Fig. 1: run 1, a small window of the routed layout
Window x 91 to 116, y 91 to 116 µm. Cells in grey, sequential cells in the stronger grey; small squares are vias.
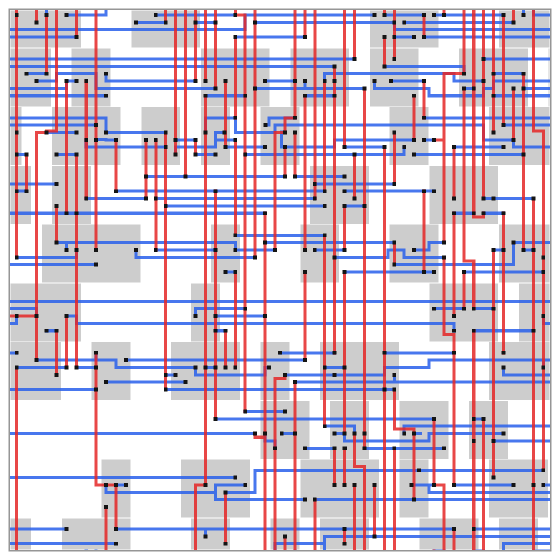
Fig. 2: run 1, sequential cells grouped by signal name
Drawn at 3 px/µm. Other sequential cells in the stronger grey, the rest of the logic in the fainter grey.
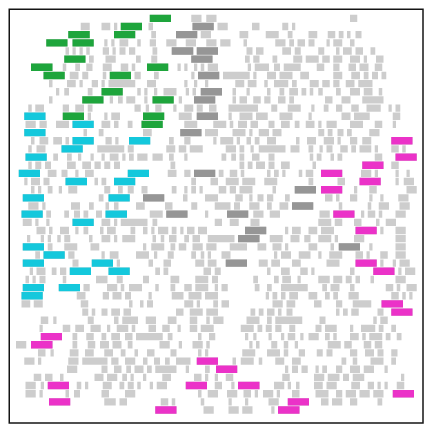
Fig. 3: run 1, gate families picked out
Drawn at 2 px/µm.
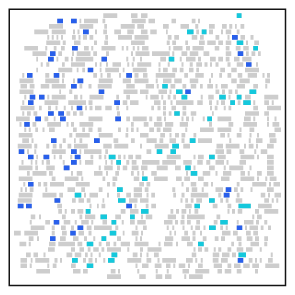
===== src/rtl/clock_display_if.sv =====
// Time bus from the clock counter plus the display pins of the 7-segment board.
// master = time source / board side, slave = clock_display.
interface clock_display_if;
  logic [7:0] sec;
  logic [7:0] min;
  logic [7:0] hour;
  logic       display_en;
  logic [1:0] blink_sel;
  logic [7:0] an;
  logic [6:0] seg;
  logic       dp;

  modport master (
    output sec, min, hour, display_en, blink_sel,
    input  an, seg, dp
  );

  modport slave (
    input  sec, min, hour, display_en, blink_sel,
    output an, seg, dp
  );
endinterface


===== src/rtl/clock_display.sv =====
// Multiplexed HH.MM.SS driver for an 8-digit common-anode display.
// Time is snapshotted once per scan frame so a frame is never torn.

module clock_display_field (
  input  logic [7:0] val_i,
  output logic [6:0] ones_seg_o,
  output logic [6:0] tens_seg_o
);
  function automatic logic [6:0] seg7(input logic [3:0] d);
    case (d)
      4'd0:    seg7 = 7'h40;
      4'd1:    seg7 = 7'h79;
      4'd2:    seg7 = 7'h24;
      4'd3:    seg7 = 7'h30;
      4'd4:    seg7 = 7'h19;
      4'd5:    seg7 = 7'h12;
      4'd6:    seg7 = 7'h02;
      4'd7:    seg7 = 7'h78;
      4'd8:    seg7 = 7'h00;
      4'd9:    seg7 = 7'h10;
      default: seg7 = 7'h7F;
    endcase
  endfunction

  logic [3:0] tens;
  logic [3:0] ones;

  always_comb begin
    tens = 4'(val_i / 8'd10);
    ones = 4'(val_i % 8'd10);
    // Values that cannot be two decimal digits show dashes on both.
    if (val_i > 8'd99) begin
      ones_seg_o = 7'h3F;
      tens_seg_o = 7'h3F;
    end else begin
      ones_seg_o = seg7(ones);
      tens_seg_o = seg7(tens);
    end
  end
endmodule

module clock_display #(
  parameter int REFRESH_DIV = 100000,
  parameter int BLINK_DIV   = 25000000,
  parameter int NUM_DIGITS  = 6
) (
  input  logic           clk_100MHz,
  input  logic           reset,
  clock_display_if.slave disp
);
  localparam int NUM_FIELDS = 3;
  localparam int RW = (REFRESH_DIV > 1) ? $clog2(REFRESH_DIV) : 1;
  localparam int BW = (BLINK_DIV > 1) ? $clog2(BLINK_DIV) : 1;
  localparam logic [RW-1:0] REF_LAST = RW'(REFRESH_DIV - 1);
  localparam logic [BW-1:0] BLK_LAST = BW'(BLINK_DIV - 1);
  localparam logic [2:0]    IDX_LAST = 3'(NUM_DIGITS - 1);

  logic [RW-1:0] refresh_q, refresh_d;
  logic [2:0]    idx_q, idx_d;
  logic [BW-1:0] blink_cnt_q, blink_cnt_d;
  logic          blink_ph_q, blink_ph_d;
  logic [NUM_FIELDS-1:0][7:0] snap_q, snap_d;  // 0 = sec, 1 = min, 2 = hour
  logic [7:0]    an_q, an_d;
  logic [6:0]    seg_q, seg_d;
  logic          dp_q, dp_d;

  logic [2*NUM_FIELDS-1:0][6:0] dig_seg;
  logic [1:0] fld;
  logic       blank;

  genvar g;
  generate
    for (g = 0; g < NUM_FIELDS; g++) begin : g_fld
      clock_display_field u_fld (
        .val_i      (snap_q[g]),
        .ones_seg_o (dig_seg[2*g]),
        .tens_seg_o (dig_seg[2*g+1])
      );
    end
  endgenerate

  // Scan timing, frame snapshot and blink phase.
  always_comb begin
    refresh_d   = refresh_q + 1'b1;
    idx_d       = idx_q;
    snap_d      = snap_q;
    blink_cnt_d = blink_cnt_q + 1'b1;
    blink_ph_d  = blink_ph_q;
    if (refresh_q == REF_LAST) begin
      refresh_d = '0;
      if (idx_q == IDX_LAST) begin
        idx_d  = '0;
        snap_d = {disp.hour, disp.min, disp.sec};
      end else begin
        idx_d = idx_q + 3'd1;
      end
    end
    if (blink_cnt_q == BLK_LAST) begin
      blink_cnt_d = '0;
      blink_ph_d  = ~blink_ph_q;
    end
  end

  // Pin drive for the digit currently indexed; lands one clock later.
  always_comb begin
    fld   = idx_q[2:1];
    blank = blink_ph_q && (disp.blink_sel != 2'd0) && (disp.blink_sel == fld + 2'd1);
    seg_d = blank ? 7'h7F : dig_seg[idx_q];
    dp_d  = !((idx_q == 3'd2) || (idx_q == 3'd4));
    an_d  = 8'hFF;
    if (disp.display_en) an_d[idx_q] = 1'b0;
  end

  always_ff @(posedge clk_100MHz) begin
    if (!reset) begin
      refresh_q   <= '0;
      idx_q       <= '0;
      blink_cnt_q <= '0;
      blink_ph_q  <= 1'b0;
      snap_q      <= '0;
      an_q        <= 8'hFF;
      seg_q       <= 7'h7F;
      dp_q        <= 1'b1;
    end else begin
      refresh_q   <= refresh_d;
      idx_q       <= idx_d;
      blink_cnt_q <= blink_cnt_d;
      blink_ph_q  <= blink_ph_d;
      snap_q      <= snap_d;
      an_q        <= an_d;
      seg_q       <= seg_d;
      dp_q        <= dp_d;
    end
  end

  assign disp.an  = an_q;
  assign disp.seg = seg_q;
  assign disp.dp  = dp_q;
endmodule

===== src/flat_wrapper.sv =====
// flat-port wrapper written by rule: the top's interface ports become plain ports
module clock_display_flat 
#(
  parameter int REFRESH_DIV = 100000,
  parameter int BLINK_DIV   = 25000000,
  parameter int NUM_DIGITS  = 6
)
  (clk_100MHz, reset, disp_sec, disp_min, disp_hour, disp_display_en, disp_blink_sel, disp_an, disp_seg, disp_dp);
  clock_display_if disp_i ();
  input  logic clk_100MHz;
  input  logic reset;
  input wire logic [$bits(disp_i.sec)-1:0] disp_sec;
  input wire logic [$bits(disp_i.min)-1:0] disp_min;
  input wire logic [$bits(disp_i.hour)-1:0] disp_hour;
  input wire logic [$bits(disp_i.display_en)-1:0] disp_display_en;
  input wire logic [$bits(disp_i.blink_sel)-1:0] disp_blink_sel;
  output wire logic [$bits(disp_i.an)-1:0] disp_an;
  output wire logic [$bits(disp_i.seg)-1:0] disp_seg;
  output wire logic [$bits(disp_i.dp)-1:0] disp_dp;
  assign disp_i.sec = disp_sec;
  assign disp_i.min = disp_min;
  assign disp_i.hour = disp_hour;
  assign disp_i.display_en = disp_display_en;
  assign disp_i.blink_sel = disp_blink_sel;
  assign disp_an = disp_i.an;
  assign disp_seg = disp_i.seg;
  assign disp_dp = disp_i.dp;
  clock_display #(.REFRESH_DIV(REFRESH_DIV), .BLINK_DIV(BLINK_DIV), .NUM_DIGITS(NUM_DIGITS)) u_core (.clk_100MHz(clk_100MHz), .reset(reset), .disp(disp_i));
endmodule

===== config.mk =====
export PLATFORM = sky130hd
export DESIGN_NAME = clock_display_flat
export DESIGN_NICKNAME = d
export VERILOG_FILES = /design/src/rtl/clock_display_if.sv /design/src/rtl/clock_display.sv /design/src/flat_wrapper.sv
export SDC_FILE = /design/constraint.sdc
export NUM_CORES = 1
export LEC_CHECK = 0
export CAP_MARGIN = 20
export CELL_PAD_IN_SITES_DETAIL_PLACEMENT = 1
export CELL_PAD_IN_SITES_GLOBAL_PLACEMENT = 2
export CORE_UTILIZATION = 39
export DETAILED_ROUTE_END_ITERATION = 6
export GPL_ROUTABILITY_DRIVEN = 0
export MAX_ROUTING_LAYER = met4
export PLACE_DENSITY_LB_ADDON = 0.12
export SETUP_SLACK_MARGIN = 0.1
export SYNTH_ARGS = -nofsm -noshare
export SYNTH_HDL_FRONTEND = slang
export SYNTH_SLANG_ARGS = --single-unit

===== constraint.sdc =====
create_clock -name clk_100MHz -period 5.4 [get_ports clk_100MHz]
set_clock_uncertainty 0.05 [all_clocks]
set_input_delay 0.81 -clock clk_100MHz [delete_from_list [all_inputs] [get_ports clk_100MHz]]
set_output_delay 0.81 -clock clk_100MHz [all_outputs]
set_load 0.1 [all_outputs]

==> impl_metrics.csv, run 1 <==
group,metric,value,unit
grt,grt_max_degree,36,
detailed_routing,wirelength,20700,µm
setup_path,crit_path_max_fanout,18,
grt,grt_overflow_total,0,
synth,async_flop_share,0,%
placed_design,port-buffer-count,44,
synth,edf_count,0,
floorplanning,fp-utilization,39.8,%
floorplanning,io-pin-count,45,
detailed_routing,route.detailed.wl_per_inst,18.0,µm
setup_path,path_class,"register to register",
clock_network,clock_latency,360,ps
status,outcome,"finished clean",
timing,finalClockPeriodUsage,83.1,%
final_layout,fillers,2198,
synth,numSynthFlops,86,
floorplanning,die.size.y,137,µm
timing,max_freq,223,MHz
final_layout,area_growth,10.6,%
final_layout,final_nets,980,
setup_path,arrival,4690,ps
detailed_routing,drc_errors,0,
clock_network,cts_sinks,86,
floorplanning,dieArea,18900,µm²
clock_network,cts_tree,"done",
clock_network,cts.path.max_buffers,2,
final_layout,mostFrequentLayoutCell,"nand2_1",
timing,slew_headroom,33.1,%
placed_design,placed_cell_area,7600,µm²
final_layout,logic_area,4960,µm²
final_layout,insertedDiodeCount,0,
synth,yosysCellCount,915,
grt,grt_pass1_wl,34000,µm
synth,top_cells_by_area,"dfxtp_1 (24%), ha_1 (6.3%), nand2_1 (5.7%), nor2_1 (4.4%), xor2_1 (3.8%)",
grt,grt.total_usage,23.3,%
setup_path,crit_required,5600,ps
timing,holdWs,421,ps
job,max-cap-violations,0,
detailed_routing,via_per_inst,5.83,
power_and_ir_drop,p_sw_share,26.1,%
synth,ys_types,98,
placed_design,dpl.hpwl,15100,µm
final_layout,stdcell_count,1149,
clock_network,post_cts_buffers,0,
clock_network,clk_pin_slew,70,ps
## Picture notes: Fig. 1
legend:
  red:
    layer: M2
  blue:
    layer: M1
sequential cells in the window: 0
most frequent: a21oi_1 (4), nand2_1 (4), nor3_1 (4)
cells with their middle in the window: 47

## Picture notes: Fig. 2
legend:
  cyan:
    netlist_name: `u_core.blink_cnt_q`
    flops: 25
    where: middle left
  green:
    netlist_name: `u_core.refresh_q`
    flops: 17
    where: upper left
  magenta:
    netlist_name: `u_core.snap_q`
    flops: 24
not coloured: 20

## Picture notes: Fig. 3
legend:
  cyan:
    family: non-inverting ao/oa cells
    cells: 48
  blue:
    family: xor and xnor cells
    cells: 51
    where: widely spread

[run 1: state kept, by name, indices dropped and copies added, names as in the netlist]
| signal | flops |
|---|---|
| u_core.disp.an | 8 |
| u_core.blink_ph_q | 1 |
| u_core.refresh_q | 17 |
| u_core.disp.dp | 1 |
| u_core.snap_q | 24 |
| u_core.idx_q | 3 |
| u_core.disp.seg | 7 |
| u_core.blink_cnt_q | 25 |
[run 1: stage by stage]
| stage | utilization (%) | worst slack, ps |
|---|---|---|
| after CTS | 43.9 | 964 |
| after detailed placement | 42.3 | 1040 |
| after global routing | 44.0 | 709 |
| final | 44.0 | 915 |
| after floorplan | - | 2210 |
| after global placement | 42.2 | 1240 |
[run 1: final cells by class]
| type | instances | area share (%) |
|---|---|---|
| inverters | 35 | 1.66 |
| clock inverters | 7 | 0.775 |
| clock buffers | 9 | 2.85 |
| repair buffers | 51 | 6.58 |
| multi-input cells | 732 | 62.8 |
| well taps | 229 | 3.62 |
| flip-flops and latches | 86 | 21.8 |
[run 1: cells by family (layout without fill, tap and decap cells)]
kind of cell	after synthesis	count (layout)	synth area share, %
AND-OR/OR-AND	245	245	25.9
flip-flops	86	86	24.1
multiplexers	13	13	1.89
XOR/XNOR	51	51	6.25
AND/OR/NAND/NOR	387	387	29.1
buffers and inverters	97	102	6.54
adder cells (fa/ha/maj)	36	36	6.30
[run 1: path summary, 6_finish.rpt]
kind                         startpoint                    end  slack (ps)  depth (start not counted)
setup / recovery       u_core.snap_q[4]     u_core.disp.seg[0]         910                         12
hold / removal    u_core.blink_cnt_q[0]  u_core.blink_cnt_q[0]         420                          1
hold reg to reg   u_core.blink_cnt_q[0]  u_core.blink_cnt_q[0]         420                          1
setup reg to reg       u_core.snap_q[4]     u_core.disp.seg[0]         910                         12
[run 1: worst max-delay path, cell delays in order (launching register included)]
cell and delay, ps:
dfxtp_1 790, nand2b_1 440, a21oi_1 120, o211ai_1 720, xor2_1 340, o22ai_1 200
a211o_1 300, a21bo_2 240, inv_1 90, ha_1 180, and3_1 150, or4_1 520
a31o_1 210
[run 1: per-layer routing]
metal | vias up | wire [µm] | share of wire [%] | track usage [%]
li1 | 3312 | - | - | -
met1 | 3285 | 9790 | 47 | 29.1
met2 | 77 | 9870 | 48 | 37.9
met3 | 23 | 633 | 3.1 | 3.75
met4 | 0 | 397 | 1.9 | 8.18
met5 | - | 0 | 0 | -
[run 1: power by group through the flow]
stage / sequential [mW] / combinational, mW / clock [mW]
floorplan: 0.679 / 0.0200 / 0
global placement: 0.660 / 0.0734 / 0
detailed placement: 0.661 / 0.0746 / 0
CTS: 0.646 / 0.0752 / 0.648
global route: 0.646 / 0.0797 / 0.672
finish: 0.646 / 0.0742 / 0.628
==> inputs of run 2 (changes only) <==
Settings changed: CORE_UTILIZATION 39 to 36.
Clock period 5.4 ns to 4.6 ns, I/O delays scaled along.
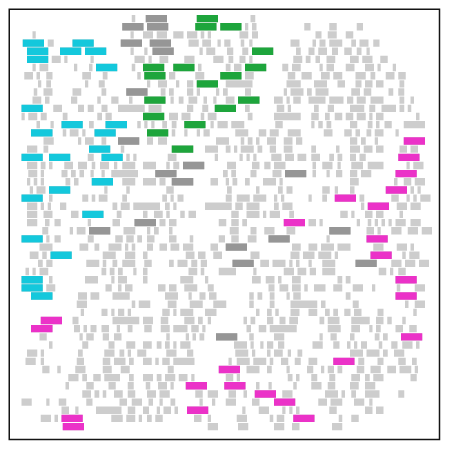
Fig. 4. Sequential cells grouped by signal name (run 2).
Drawn at 3 px/µm. Other sequential cells in the stronger grey, the rest of the logic in the fainter grey.
legend:
  cyan:
    netlist_name: `u_core.blink_cnt_q`
    flops: 25
  green:
    netlist_name: `u_core.refresh_q`
    flops: 17
    where: top centre
  magenta:
    netlist_name: `u_core.snap_q`
    flops: 24
not coloured: 20

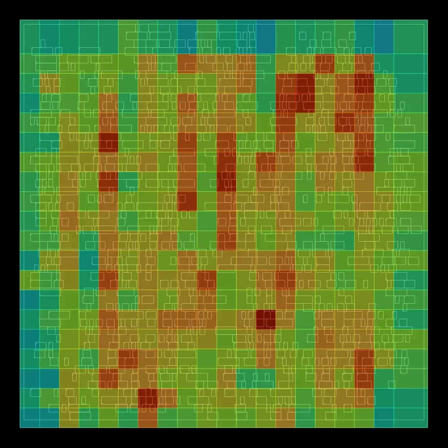
Fig. 5. Track usage over the die (run 2).
GRT Total Usage: 21.7%
GRT met2 Usage: 36.2%
final core utilization: 41.1%
GR Layer Usage met3: 3.25%

==> run 2 against run 1 <==
Power rose by 18%. Hold slack got worse by 14 ps. Sequential cell count did not move. Cell area rose by 1.1%. Largest cell class unchanged. Synthesized cell count did not move. Non-clock buffer count rose by 8. Largest power group unchanged. Area after synthesis did not move. Global-route usage fell by 1.6 points. First-iteration DRC count rose by 33%.
==> impl_metrics.csv, run 2 <==
group,metric,value,unit
grt,grt_overflow_total,0,
floorplanning,io-pin-count,45,
floorplanning,rows,51,
synth,async_flop_share,0,%
detailed_routing,route.detailed.wl_per_inst,17.3,µm
synth,edf_count,0,
synth,synthAoiAreaFrac,25.9,%
synth,ys_sh_mux,1.89,%
power_and_ir_drop,peakVddDrop,0.186,mV
timing,tightest_slew,990,ps
synth,syn_inst,915,
setup_path,crit_path_max_fanout,18,
placed_design,port-buffer-count,44,
timing,slew_headroom,33.7,%
synth,ys_sh_adder,6.30,%
clock_network,clock_latency,350,ps
floorplanning,dieArea,20400,µm²
final_layout,top_regs,"u_core.blink_cnt_q: 25 flops, u_core.snap_q: 24 flops, u_core.refresh_q: 17 flops",
power_and_ir_drop,power_switching,0.419,mW
setup_path,arrival,4240,ps
power_and_ir_drop,p_per_area,199,nW/µm²
final_layout,insertedDiodeCount,0,
floorplanning,die.size.y,143,µm
synth,simple_gate_area_share,29.1,%
synth,numSynthFlops,86,
synth,top_logic_kind,"simple AND/OR/NAND/NOR gates",
final_layout,largest_reg_flops,25,
synth,syn_area,7150,µm²
power_and_ir_drop,p_int,1.18,mW
clock_network,cts_tree,"done",
setup_path,path_class,"register to register",
clock_network,clk_pin_slew,70,ps
job,max-cap-violations,0,
clock_network,post_cts_buffers,0,
detailed_routing,via_per_inst,5.67,
detailed_routing,dr.max_layer_used,"met4",
power_and_ir_drop,p_sw_share,26.3,%
setup_path,crit_required,4800,ps
final_layout,area_growth,11.9,%
synth,ys_types,98,
final_layout,mostFrequentLayoutCells,"nand2_1 (108), dfxtp_1 (86), nor2_1 (83)",
timing,max_freq,248,MHz
clock_network,cts.path.max_buffers,2,
synth,yosysTopAreaCell,"dfxtp_1",
timing,fin_ws,561,ps
grt,grt_max_degree,35,
placed_design,dpl.hpwl,15500,µm
timing,holdWs,407,ps
floorplanning,fp-utilization,36.7,%
synth,xor_share,6.25,%
final_layout,mostFrequentLayoutCell,"nand2_1",
timing,finalMaxSlewViolations,0,
clock_network,htreeDepth,3,
final_layout,largest-register,"u_core.blink_cnt_q",
final_layout,final_nets,988,
setup_path,start_kind,"register",
detailed_routing,wl_met3,673,µm
grt,grt_pass1_vias,6889,
timing,finalClockPeriodUsage,87.8,%
synth,yosysCellCount,915,
final_layout,stdcell_count,1193,
detailed_routing,wl_met2,9870,µm
detailed_routing,drc_errors,0,
placed_design,dp_slack,611,ps
clock_network,cts_resized,0,
synth,top_cell,"nand2_1",
grt,grt_pass1_wl,34500,µm
detailed_routing,wl_met1,9880,µm
detailed_routing,wirelength,20700,µm
clock_network,cts_sinks,86,
synth,top_cells_by_area,"dfxtp_1 (24%), ha_1 (6.3%), nand2_1 (5.7%), nor2_1 (4.4%), xor2_1 (3.8%)",
status,outcome,"finished clean",
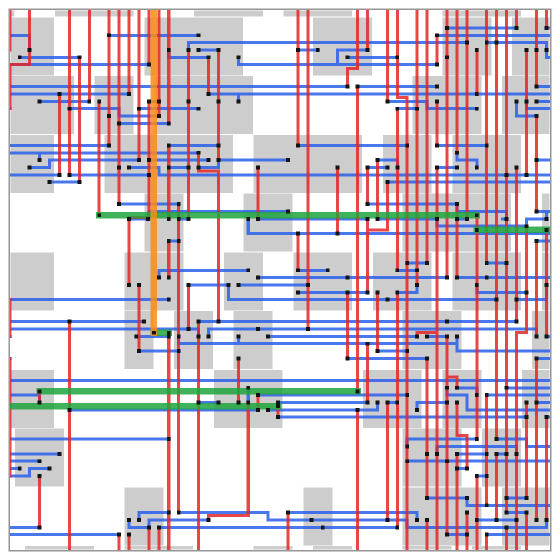
Fig. 6. A small window of the routed layout (run 2).
Window x 95 to 120, y 95 to 120 µm. Cells in grey, sequential cells in the stronger grey; small squares are vias.
legend:
  red:
    layer: M2
  orange:
    layer: M4
  blue:
    layer: M1
  green:
    layer: M3
sequential cells in the window: 0
cells with their middle in the window: 37
most frequent: nor3_1 (4), a21oi_1 (3), o211ai_1 (3)

run 2: power groups by stage:
stage               clock [mW]  combinational, mW  sequential [mW]
floorplan                    0             0.0235            0.798
global placement             0             0.0879            0.775
detailed placement           0             0.0890            0.775
CTS                      0.777             0.0896            0.757
global route             0.805             0.0941            0.758
finish                   0.748             0.0884            0.757
run 2: logic make-up after synthesis:
kind of cell,count (synthesis)
XOR/XNOR,51
AND-OR/OR-AND,245
flip-flops,86
multiplexers,13
AND/OR/NAND/NOR,387
buffers and inverters,97
adder cells (fa/ha/maj),36
run 2: cell type report:
type,instances,area [µm²]
fill,2355,11500
multi-input combinational,732,4960
sequential,86,1720
timing repair buffer,59,553
tap,265,332
clock buffer,9,225
inverter,35,131
clock inverter,7,72.6
run 2: through the flow:
| stage | total power [mW] | cell area [µm²] |
|---|---|---|
| after floorplan | 0.821 | 7150 |
| after global placement | 0.863 | 7700 |
| after detailed placement | 0.864 | 7700 |
| after CTS | 1.62 | 8000 |
| after global routing | 1.66 | 8000 |
| final | 1.59 | 8000 |
run 2: critical path: stages, from the launching register on:
cell and delay, ps:
dfxtp_1 800, nand2b_1 440, nand2_1 140, a311o_1 350
a211oi_2 300, o22ai_1 180, a211o_1 280, a21bo_2 220
inv_1 80, ha_1 200, and3_1 160, or4_1 510
a31o_1 220
run 2: path summary, 6_finish.rpt:
| path | start | end | slack, ps | cells past startpoint |
|---|---|---|---|---|
| setup / recovery | u_core.snap_q[4] | u_core.disp.seg[0] | 560 | 12 |
| hold / removal | u_core.refresh_q[0] | u_core.refresh_q[0] | 410 | 1 |
| setup reg to reg | u_core.snap_q[4] | u_core.disp.seg[0] | 560 | 12 |
| hold reg to reg | u_core.refresh_q[0] | u_core.refresh_q[0] | 410 | 1 |
run 2: layer usage:
layer / GRT usage, % / vias to the layer above
met5: - / -
met4: 5.49 / 0
met1: 27.3 / 3332
met3: 3.25 / 19
li1: - / 3331
met2: 36.2 / 87
Power and IR drop assume default switching activity.
